==> config.mk <==
export PLATFORM = sky130hd
export DESIGN_NAME = rxdma_dfis
export DESIGN_NICKNAME = d
export VERILOG_FILES = /design/src/rtl/rxdma_dfis_pkg.sv /design/src/rtl/rxdma_stage_buf.sv /design/src/rtl/rxdma_dfis.sv
export SDC_FILE = /design/constraint.sdc
export NUM_CORES = 1
export LEC_CHECK = 0
export CAP_MARGIN = 20
export CORE_AREA = 2 2 224 336
export CTS_CLUSTER_SIZE = 16
export DETAILED_ROUTE_END_ITERATION = 12
export DIE_AREA = 0 0 226 338
export PLACE_DENSITY = 0.65
export REMOVE_ABC_BUFFERS = 1
export SYNTH_ARGS = -nofsm -noshare
export SYNTH_HDL_FRONTEND = slang
export SYNTH_SLANG_ARGS = --single-unit
==> constraint.sdc <==
create_clock -name sys_clk -period 3.6 [get_ports sys_clk]
set_input_delay 0.36 -clock sys_clk [delete_from_list [all_inputs] [get_ports sys_clk]]
set_output_delay 0.36 -clock sys_clk [all_outputs]
set_load 0.005 [all_outputs]
run_1/power_grid.png
The bar under the picture is 50 um long. Pins as bars on the die edge.
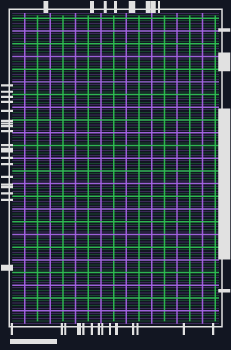
| color | net |
|---|---|
| green | VDD |
| purple | VSS |
met1 rails: 123
rows: 122
DIE WIDTH: 226 um
worst ir drop on vdd: 0.385 mV

run_1/placement_by_type.png
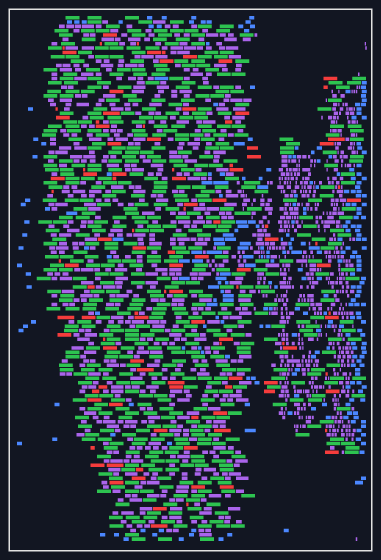
| color | class | cells | share of their area |
|---|---|---|---|
| blue | other buffers and delay cells | 276 | 8.9% |
| green | flops | 604 | 45% |
| purple | combinational and other logic | 1,304 | 40% |
| red | clock drivers and dummy loads | 107 | 6.0% |
fraction of standard cell area that is sequential: 43.5%
share of the core filled with cells: 47.4%

run_1/clk_routes.png
The bar under the picture is 50 um long.
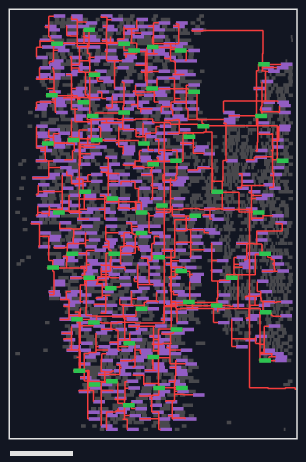
[red] clock wires | length: 7,860 um
[purple] flip-flops | count: 604
[green] clock drivers | count: 58
flops lie: spread over the die
clock skew: 24.2 ps
clock network fraction of total power: 37.4%
clock distribution power: 6.50 mW

==> summary.rpt, run 1 <==
=== SYNTHESIS / PLACE & ROUTE SUMMARY ===
----------------------------------------------------
[Critical path]
  Critical Path Fanout Max ........................ 32
  Cell depth of the worst setup path ........................ 4
  Worst path bufs/invs ........................ 2
  Kind of cell with the highest combined delay on the critical path ........................ multiplexers

[Clocking]
  Count of H-tree levels built during CTS ........................ 2
  Clock transition at the registers of the reported paths ........................ 60 ps
  CTS tree ........................ done

[Floorplan]
  Ports placed on the boundary ........................ 198

[Job]
  Max-capacitance violation count ........................ 0

[Timing]
  Final count of negative-setup-slack endpoints ........................ 0
  Min cycle time layout ........................ 3500 ps

[Status]
  Result of the run ........................ finished clean

[Final layout]
  Ratio of cells with drive above 1 in the final layout ........................ 39.1%
  Logic Gate Count ........................ 1,273
  FF+latch count ........................ 604
  Non-clock buffering overhead ........................ 8.54%
  Sequential cell area ........................ 15,100 um2

[Logic synthesis]
  Ys cells ........................ 2,072
  Share of flip-flops with an asynchronous set or reset after synthesis ........................ 100%
  Dominant synthesized flop cell ........................ dfrtp_1
  Number of synthesized flops with an enable pin ........................ 0
  Area share of the largest cell type after synthesis ........................ 51.8%

[Global routing]
  Grt met3 use ........................ 3.15%
  Largest net degree at the start of global routing ........................ 136

[Drt]
  DR WL met3 ........................ 3590 um
  Wire length per cell after detailed routing ........................ 22.9 um
  Detail Route met2 WL ........................ 38,600 um

----------------------------------------------------
[run 1: power by group]
part / total, mW / switching (mW) / internal, mW
clock network: 6.50 / 2.78 / 3.72
logic: 3.32 / 1.76 / 1.55
registers: 7.58 / 0.420 / 7.16
[run 1: cells in the mapped netlist, types with 22 or more instances]
master      n
ha_1       22
mux2_4     30
nor3_1     31
nor2_1     64
xnor2_1    25
nand2_1    85
mux2_2    485
o21ai_0    48
dfrtp_1   604
nand3_1    23
clkbuf_1   90
mux4_2    160
a21oi_1    72
buf_2      54
inv_1      30
[run 1: cell usage in the layout (no fill, tap or decap), drive strengths merged, types with 15 or more instances in the layout]
| cell type | instances |
|---|---|
| clkdlybuf4s50 | 190 |
| buf | 82 |
| a211oi | 18 |
| nand3 | 23 |
| a21oi | 72 |
| nor2 | 64 |
| ha | 22 |
| inv | 34 |
| dfrtp | 604 |
| mux2 | 515 |
| mux4 | 160 |
| nor3 | 32 |
| xnor2 | 25 |
| clkbuf | 74 |
| o21ai | 49 |
| nand4 | 15 |
| clkinv | 17 |
| nand2 | 85 |
[run 1: what timing repair did]
action,CTS,global route
endpoints found under the setup margin,14,4
buffers inserted,6,3
endpoints found under the hold margin,35,0
hold buffers,1,0
gates resized,16,1
pin swaps,5,2
gates cloned,0,1
[run 1: per-stage QoR]
| step | instances | util (%) | instance area [um2] | hold slack (ps) |
|---|---|---|---|---|
| floorplan | 1908 | - | 28400 | 64.4 |
| global placement | 3163 | 44.3 | 32500 | 293 |
| detailed placement | 3163 | 44.3 | 32500 | 292 |
| CTS | 3277 | 47.3 | 34700 | 201 |
| global route | 3284 | 47.4 | 34800 | 212 |
| finish | 3284 | 47.4 | 34800 | 210 |
run_1/clocks.png
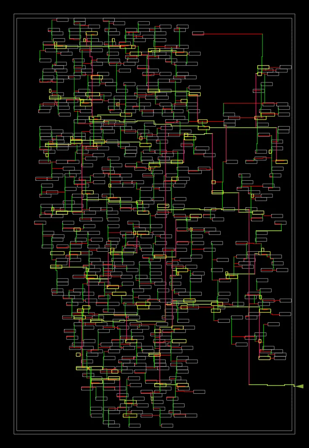

==> run 2: changes to the inputs <==
--- a/config.mk
+++ b/config.mk
@@ -6,11 +6,11 @@
 export NUM_CORES = 1
 export LEC_CHECK = 0
 export CAP_MARGIN = 20
-export CORE_AREA = 2 2 224 336
+export CORE_AREA = 2 2 211 317
 export CTS_CLUSTER_SIZE = 16
 export DETAILED_ROUTE_END_ITERATION = 12
-export DIE_AREA = 0 0 226 338
-export PLACE_DENSITY = 0.65
+export DIE_AREA = 0 0 213 319
+export PLACE_DENSITY = 0.71
 export REMOVE_ABC_BUFFERS = 1
 export SYNTH_ARGS = -nofsm -noshare
 export SYNTH_HDL_FRONTEND = slang
run_2/clocks.png
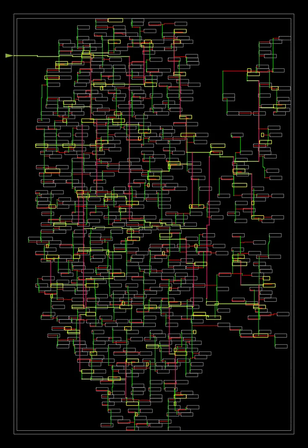
number of clock buffer instances in the layout: 80
clock skew: 18.9 ps
clock latency at the later pin of the worst-skew pair: 650 ps
number of clock sinks: 604
number of clock buffers inserted by TritonCTS: 55

==> summary.rpt, run 2 <==
=== SYNTHESIS / PLACE & ROUTE SUMMARY ===
----------------------------------------------------
[Status]
  Result of the run ........................ finished clean

[Job]
  Max-capacitance violation count ........................ 0

[Critical path]
  Endpoint type of the worst setup path ........................ output pin
  Critical Path Fanout Max ........................ 18
  Startpoint type of the worst setup path ........................ flop
  FF-to-FF setup slack ........................ 300 ps

[Logic synthesis]
  Share of flip-flops with an asynchronous set or reset after synthesis ........................ 100%
  Dominant synthesized flop cell ........................ dfrtp_1
  Chip area line of the yosys report ........................ 29,200 um2
  Top cell type by instance count after synthesis ........................ dfrtp_1
  Ys cells ........................ 2,072
  Most instantiated cells after synthesis ........................ dfrtp_1, mux2_2, mux4_2
  Syn Inst Count ........................ 2,072
  Area share of the largest cell type after synthesis ........................ 51.8%
  Number of synthesized flops with an enable pin ........................ 0

[Drt]
  DR WL met3 ........................ 4120 um
  Number of iterations in the first detailed-routing pass ........................ 7
  Wire length per cell after detailed routing ........................ 23.4 um
  Detail Route met2 WL ........................ 38,700 um
  Vias post-DR ........................ 18,641

[Timing]
  Min cycle time layout ........................ 3510 ps
  Setup TNS ........................ 0 ps
  Total count of hold-check failures in the final report ........................ 0
  Hold slack ........................ 270 ps
  Final count of negative-setup-slack endpoints ........................ 0

[Final layout]
  Most used logic cell in the final layout ........................ dfrtp_1
  Commonest cells after routing, fill and taps aside ........................ dfrtp_1, mux2_2, clkdlybuf4s50_1
  Ratio of cells with drive above 1 in the final layout ........................ 39.2%
  Fin cells ........................ 3,184

[Global routing]
  Initial antenna violation count ........................ 7
  Largest net degree at the start of global routing ........................ 112
  Met1 track demand over resource ........................ 27.3%
  Grt met3 use ........................ 3.43%

[Clocking]
  Count of H-tree levels built during CTS ........................ 2
  Clock transition at the registers of the reported paths ........................ 60 ps
  Clock Tree Buf Depth ........................ 3

[Power and ir drop]
  Power Dens Cells ........................ 500 nW/um2
  Worst ir drop on vdd ........................ 0.414 mV

[Placed design]
  DP HPWL ........................ 46,900 um
  Placed cells ........................ 3,065

[Floorplan]
  Ports placed on the boundary ........................ 198
  DIE WIDTH ........................ 213 um

----------------------------------------------------
run_2/clk_routes.png
The bar under the picture is 50 um long.
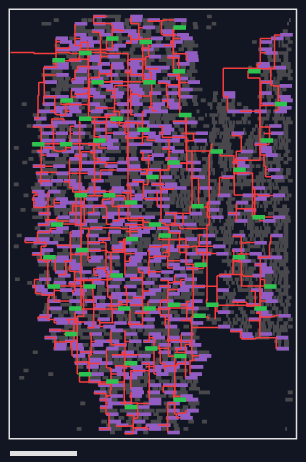
[red] clock wires | length: 7,420 um
[purple] flip-flops | count: 604
[green] clock drivers | count: 55
routed clock nets: 56
clock network fraction of total power: 36.7%
clock distribution power: 6.35 mW

run 2: netlist changes by cell type in the layout (fill, tap and decap cells not counted), sizes merged, moves of 2 or more:
cell | previous run | this run
buf | 82 | 97
clkbuf | 74 | 83
clkinv | 17 | 12
clkinvlp | 6 | 4
inv | 34 | 32
run 2: power by group:
| part | switching (mW) | internal [mW] |
|---|---|---|
| sequential | 0.431 | 7.16 |
| combinational | 1.78 | 1.59 |
| clock | 2.71 | 3.64 |
run 2: cell type report:
| cell class | instances | area [um2] |
|---|---|---|
| clock inverter | 24 | 370 |
| fill | 5329 | 30500 |
| inverter | 31 | 116 |
| antenna | 2 | 5.00 |
| clock buffer | 80 | 1610 |
| sequential | 604 | 15100 |
| multi-input combinational | 1273 | 13300 |
| tap | 877 | 1100 |
| timing repair buffer | 293 | 3030 |
run 2: critical path, cell delays in order, from the launching register on:
cell and delay [ps]:
dfrtp_4 720, buf_4 380, mux4_2 350, mux4_2 540, clkdlybuf4s50_1 490
run 2: metrics by stage:
step	area [um2]	utilization (%)
global route	34600	53.1
global placement	32400	49.7
detailed placement	32400	49.7
floorplan	28400	-
CTS	34500	52.9
finish	34600	53.1
run 2: logic make-up after synthesis:
| logic type | after synthesis | share of synthesized area, % |
|---|---|---|
| AOI/OAI and AO/OA | 241 | 5.37 |
| xor gates and xnor gates | 30 | 0.901 |
| adders and majority gates | 25 | 1.15 |
| buffers and inverters | 197 | 2.93 |
| DFF | 604 | 51.8 |
| muxes | 678 | 32.7 |
| other | 1 | 0.0129 |
| and+or+nand+nor | 296 | 5.09 |
run 2: what timing repair did:
action	in CTS	in global routing
hold endpoints to repair	95	0
buffers inserted	3	7
hold buffers	1	0
pin swaps	2	2
gates resized	9	6
endpoints found under the setup margin	15	27
gates cloned	0	2
Power is estimated from default activity; no workload was simulated.
